==> config.mk <==
export PLATFORM = sky130hd
export DESIGN_NAME = vga_mode_ctrl
export DESIGN_NICKNAME = d
export VERILOG_FILES = /design/src/rtl/vga_mode_ctrl.sv
export SDC_FILE = /design/constraint.sdc
export NUM_CORES = 1
export LEC_CHECK = 0
export ABC_CLOCK_PERIOD_IN_PS = 4150
export CAP_MARGIN = 10
export CORE_ASPECT_RATIO = 0.7
export CORE_UTILIZATION = 60
export CTS_CLUSTER_SIZE = 10
export DETAILED_ROUTE_END_ITERATION = 6
export GPL_TIMING_DRIVEN = 0
export PLACE_DENSITY = 0.82
export RECOVER_POWER = 100
export SETUP_SLACK_MARGIN = 0.4
export SLEW_MARGIN = 10
export SYNTH_ARGS = -nofsm -noshare
export SYNTH_HDL_FRONTEND = slang
export SYNTH_SLANG_ARGS = --single-unit
==> constraint.sdc <==
create_clock -name clk -period 4.15 [get_ports clk]
set_input_delay 0.6225 -clock clk [delete_from_list [all_inputs] [get_ports clk]]
set_output_delay 0.6225 -clock clk [all_outputs]
set_load 0.01 [all_outputs]
==> run_1/floorplan.png <==
Pins as bars on the die edge. Tap cells in grey.
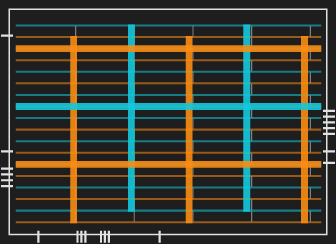
Cyan shows VDD. Orange shows VSS.
5 straps on met4. 21 signal pins sit on the boundary. 18 met1 rails follow the rows. 47 tap cells. The core has 17 rows.
Max IR drop VDD: 0.253 mV
area of the core: 0.00332 sq mm
height of the die: 52.6 um

==> run_1/class_map.png <==
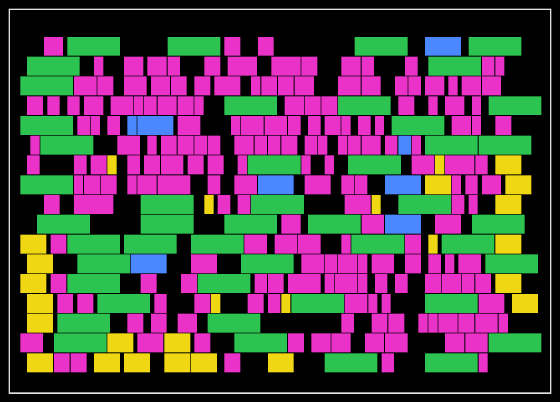
Blue shows clock drivers and dummy loads, cells 8. Magenta shows remaining logic cells, cells 192. Yellow shows remaining buffers and delay cells, cells 27. Green shows registers, cells 46.
count of standard-cell rows: 17
Finished Core Util: 75.8%
fraction of standard cell area that is sequential: 36.6%
final design area excluding fillers: 0.00251 sq mm

==> run_1/clock_wires.png <==
The bar under the picture is 20 um long.
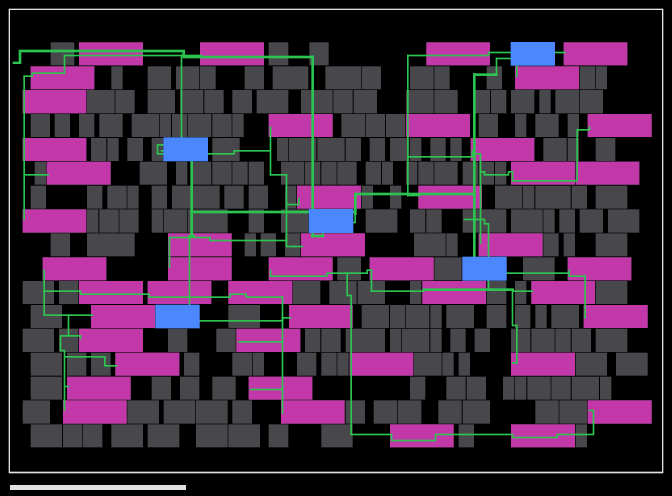
Blue shows clock-net drivers, count 5. Magenta shows flip-flops, count 46. Green shows clock wires, length 551 um.
There are 6 routed clock nets. Position of the flops: spread over the die.
Max Clock Skew: 0.00881 ns
clock network latency to the later pin of the worst-skew pair: 0.30 ns
clock group power: 0.283 mW
part of the power in the clock network: 36.0%

==> reports/metrics.csv, run 1 <==
metric,value,unit
aoi_share,17.7,%
max-slew-margin-rel,42.9,%
async_flop_share,0,%
num-fill-cells,275,
layout.nets,289,
chipArea,0.00391,sq mm
placed_area,0.00245,sq mm
crit_type,in -> reg,
holdBufCountCts,0,
clkTransAtPathRegs,0.08,ns
syn_area,0.00219,sq mm
tritoncts.num_buffers,5,
overflow,0,
power.combinational.fraction,6.2,%
cp_data_arrival_time,2.83,ns
global_route.usage.total,30.0,%
result_of_the_run,finished clean,
finalHoldViolations,0,
layout-area-overhead-vs-synth,14.5,%
postCtsResizedCells,0,
yosys-mux-area-fraction,0.969,%
dp_worst_setup_slack,1.38,ns
buffer_and_inverter_tally_for_the_worst_setup_path,1,
route.final.wire_length,5320,um
basic_gate_share_of_the_synthesized_area_counting_and_or_nand_and_nor_cells,33.9,%
grt_pass1_wl,8670,um
gate_count_post_synth,245,
finalHoldWorstSlack,0.462,ns
critical_path_required,4.34,ns
clock_tree_from_tritoncts,built,
critPathSlowestCell,sky130_fd_sc_hd__dlygate4sd3_1,
power_density,313,mW/mm^2
hold_path_class,reg -> reg,
vias,2099,
setup_ws,1.51,ns
highest_layer,met4,
clock-root-buffer,sky130_fd_sc_hd__clkbuf_8,
instances_no_fill,320,
groute.layer.met2.usage,41.7,%
ys.flops,46,
reg2reg_depth,4,
synth.distinct_cells,53,
max_freq,379,MHz
top_logic_kind,simple AND/OR/NAND/NOR gates,
yosys-stat-area,0.00219,sq mm
totalNegativeSetupSlack,0,ns
post-layout-total-power,0.787,mW
routed-wl-met2,2140,um
layout_top_cells_excl_fill_tap,"sky130_fd_sc_hd__dfxtp_1 (46), sky130_fd_sc_hd__nand2_1 (21), sky130_fd_sc_hd__nand3_1 (16)",
antenna_violations_before_repair,0,
postSynth.topFlopCell,sky130_fd_sc_hd__dfxtp_1,
post_synth_fa_ha_maj_area_fraction,1.14,%
setup_viol,0,
critical_path.top_delay_family,simple AND/OR/NAND/NOR gates,
synth-cells-yosys,245,
log.warning_count,27,
drt_pass1_iterations,5,
slew_at_the_pin_with_the_worst_max_slew_slack,0.850,ns
timing.critical_path.cells,dlygate4sd3_1 > nor4b_1 > nand3_1 > nor3_1 > mux2_2,
[run 1: power by group through the flow]
stage                     registers (mW)  logic (mW)  clock network [mW]
after floorplan                    0.464      0.0249                   0
after global placement             0.465      0.0475                   0
after detailed placement           0.465      0.0487                   0
after CTS                          0.455      0.0489               0.288
after global routing               0.456      0.0541               0.304
final                              0.455      0.0488               0.283
[run 1: area by class of cell]
cell class | instances | area [sq um] | share of cell area, %
buffer | 7 | 26.3 | 1.05
clock buffer | 7 | 86.3 | 3.43
clock inverter | 1 | 5.00 | 0.199
inverter | 7 | 26.3 | 1.05
multi-input combinational | 185 | 1190 | 47.3
sequential | 46 | 921 | 36.6
tap | 47 | 58.8 | 2.34
timing repair buffer | 20 | 200 | 7.96
[run 1: cell usage after synthesis (5+ instances only)]
cell / count / share of area, %
sky130_fd_sc_hd__o21ai_0: 8 / 1.8
sky130_fd_sc_hd__o211ai_1: 6 / 2.1
sky130_fd_sc_hd__a21oi_1: 10 / 2.3
sky130_fd_sc_hd__or4_1: 7 / 2.4
sky130_fd_sc_hd__a31oi_1: 6 / 1.7
sky130_fd_sc_hd__a211oi_1: 5 / 1.7
sky130_fd_sc_hd__nand3_1: 15 / 3.4
sky130_fd_sc_hd__dfxtp_1: 46 / 42
sky130_fd_sc_hd__inv_1: 7 / 1.2
sky130_fd_sc_hd__nand2_1: 21 / 3.6
sky130_fd_sc_hd__nor2_1: 8 / 1.4
sky130_fd_sc_hd__nor3_1: 8 / 1.8
sky130_fd_sc_hd__clkbuf_1: 6 / 1.0
sky130_fd_sc_hd__nor2b_1: 15 / 4.3
sky130_fd_sc_hd__nand4_1: 14 / 4.0
## Run 2: what changed since run 1
--- a/config.mk
+++ b/config.mk
@@ -5,14 +5,14 @@
 export SDC_FILE = /design/constraint.sdc
 export NUM_CORES = 1
 export LEC_CHECK = 0
-export ABC_CLOCK_PERIOD_IN_PS = 4150
+export ABC_CLOCK_PERIOD_IN_PS = 2470
 export CAP_MARGIN = 10
 export CORE_ASPECT_RATIO = 0.7
-export CORE_UTILIZATION = 60
+export CORE_UTILIZATION = 56
 export CTS_CLUSTER_SIZE = 10
 export DETAILED_ROUTE_END_ITERATION = 6
 export GPL_TIMING_DRIVEN = 0
-export PLACE_DENSITY = 0.82
+export PLACE_DENSITY = 0.77
 export RECOVER_POWER = 100
 export SETUP_SLACK_MARGIN = 0.4
 export SLEW_MARGIN = 10
==> constraint.sdc (replaced) <==
create_clock -name clk -period 2.47 [get_ports clk]
set_input_delay 0.3705 -clock clk [delete_from_list [all_inputs] [get_ports clk]]
set_output_delay 0.3705 -clock clk [all_outputs]
set_load 0.01 [all_outputs]
==> run_2/congestion_map.png <==
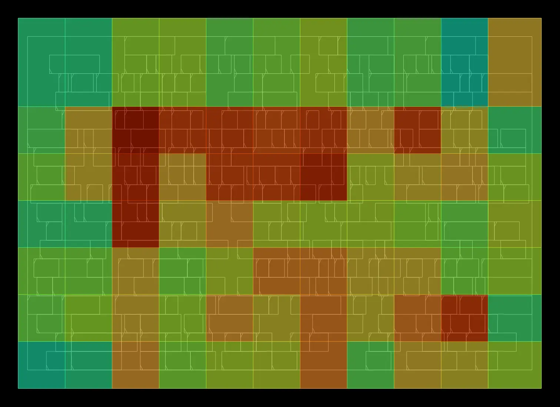
Finished Core Util: 70.7%
met1 Track Usage GR: 39.9%

==> run_2/floorplan.png <==
Pins as bars on the die edge. Tap cells in grey.
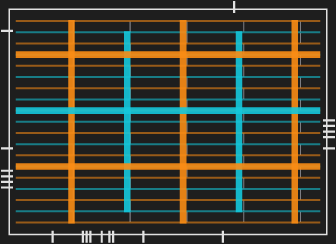
Cyan shows VDD. Orange shows VSS.
19 met1 rails follow the rows. The core has 18 rows. 50 tap cells. 21 signal pins sit on the boundary. 3 straps on met5.
Die Wd: 76.8 um
area of the core: 0.00363 sq mm

==> run 2 against run 1 <==
Against the previous run: non-clock buffer count up 1; first-iteration DRC count fell by 28%; wire length rose by 1.4%; clock skew is 0.0023 ns lower; flip-flop count unchanged; largest cell class unchanged; clock power increased by 95%.
==> reports/metrics.csv, run 2 <==
metric,value,unit
max_freq,466,MHz
power.combinational.fraction,6.1,%
cp_data_arrival_time,2.34,ns
grt_pass1_vias,1854,
clock_tree_from_tritoncts,built,
syn_area,0.00219,sq mm
post-layout-total-power,1.40,mW
chipArea,0.00418,sq mm
finalHoldViolations,0,
clkTransAtPathRegs,0.08,ns
crit_type,in -> reg,
area.sequential,923,sq um
timing.critical_path.cells,clkdlybuf4s50_1 > nor4bb_2 > nand3_1 > nor3_1 > mux2_2,
power_leakage,0.829,nW
max-slew-margin-rel,46.7,%
synth.distinct_cells,53,
ys_top_cells_by_area,"sky130_fd_sc_hd__dfxtp_1 (42%), sky130_fd_sc_hd__nor2b_1 (4.3%), sky130_fd_sc_hd__nand4_1 (4.0%)",
yosys-stat-area,0.00219,sq mm
instances_no_fill,324,
critical_path.top_delay_family,simple AND/OR/NAND/NOR gates,
aoi_share,17.7,%
vdd_ir_drop_max,0.376,mV
critical_path_required,2.66,ns
buffer_and_inverter_tally_for_the_worst_setup_path,1,
result_of_the_run,finished clean,
holdBufCountCts,0,
vias,2066,
synth-cells-yosys,245,
post_synth_fa_ha_maj_area_fraction,1.14,%
layout.nets,290,
finalHoldWorstSlack,0.439,ns
largest_area_cell,sky130_fd_sc_hd__dfxtp_1,
totalNegativeSetupSlack,0,ns
hold_path_class,reg -> reg,
route.final.wire_length,5400,um
list_of_most_frequent_post_synthesis_cells,"sky130_fd_sc_hd__dfxtp_1 (46), sky130_fd_sc_hd__nand2_1 (21), sky130_fd_sc_hd__nand3_1 (15), sky130_fd_sc_hd__nor2b_1 (15), sky130_fd_sc_hd__nand4_1 (14)",
netlist.area_leader.share,42.0,%
num-fill-cells,299,
layout_top_cells_excl_fill_tap,"sky130_fd_sc_hd__dfxtp_1 (44), sky130_fd_sc_hd__nand2_1 (20), sky130_fd_sc_hd__nand3_1 (16)",
yosys-mux-area-fraction,0.969,%
dpl.cell_count,315,
tritoncts.num_buffers,5,
overflow,0,
global_route.usage.total,27.7,%
share_clk_of_total_power,39.3,%
drt_pass1_iterations,5,
gate_count_post_synth,245,
log.warning_count,27,
netlist.top_cell.by_instances,sky130_fd_sc_hd__dfxtp_1,
max_clock_skew,0.00656,ns
logic_area,0.00121,sq mm
setup_viol,0,
top_logic_kind,simple AND/OR/NAND/NOR gates,
antenna_violations_before_repair,0,
critPathSlowestCell,sky130_fd_sc_hd__clkdlybuf4s50_1,
==> run_2/class_map.png <==
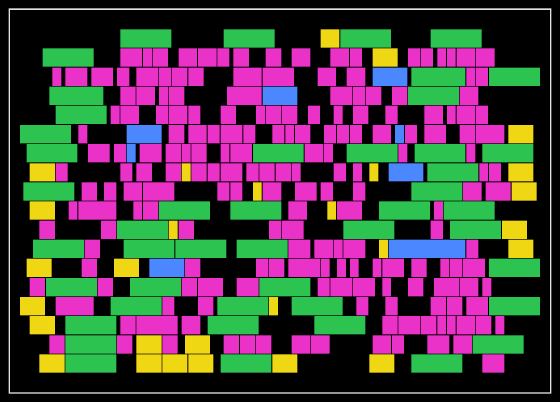
Blue shows clock drivers and dummy loads, cells 8. Magenta shows remaining logic cells, cells 192. Green shows registers, cells 46. Yellow shows remaining buffers and delay cells, cells 28.
fraction of standard cell area that is sequential: 36.0%
count of standard-cell rows: 18

==> run 2: cell count changes in the layout (fill, tap and decap cells not counted), sizes merged <==
cell           before  now
buf                 1    2
dlygate4sd3         8    7
clkinv              1    0
clkdlybuf4s50      12   13
bufinv              0    1
==> run 2: stage by stage <==
stage          instance area [sq um]  worst slack, ns
2_1_floorplan                   2190            0.614
3_3_place_gp                    2460          -0.0778
3_5_place_dp                    2460          -0.0636
4_1_cts                         2580            0.406
5_1_grt                         2560            0.219
6_report                        2560            0.323
==> run 2: cells by family after synthesis <==
logic type	Yosys count
compound gates	55
buf+inv	14
mux	2
simple gates	121
fa+ha+maj	2
xor+xnor	5
flops	46
==> run 2: layout make-up <==
class,count,area share (%)
multi-input combinational,185,47.3
clock inverter,1,1.17
buffer,7,1.02
sequential,46,36.0
timing repair buffer,21,8.10
clock buffer,7,2.98
inverter,7,1.02
tap,50,2.44
==> run 2: layer usage <==
metal / GRT usage (%) / vias up / wire length, um
met5: 0 / - / 0
met4: 7.69 / 0 / 24
met3: 6.50 / 4 / 349
met2: 41.2 / 85 / 2270
met1: 39.9 / 960 / 2750
li1: - / 1017 / -
==> run 2: power groups by stage <==
| stage | clock [mW] | combinational (mW) | sequential [mW] |
|---|---|---|---|
| CTS | 0.558 | 0.0833 | 0.764 |
| global placement | 0 | 0.0804 | 0.781 |
| finish | 0.551 | 0.0851 | 0.764 |
| global route | 0.586 | 0.0930 | 0.766 |
| detailed placement | 0 | 0.0819 | 0.781 |
| floorplan | 0 | 0.0419 | 0.779 |
==> run 2: repair_timing <==
| item | CTS | global route |
|---|---|---|
| resized | 4 | 8 |
| pin swaps | 0 | 2 |
| setup endpoints to repair | 5 | 9 |
| buffers inserted | 0 | 1 |
Power is estimated from default activity; no workload was simulated.
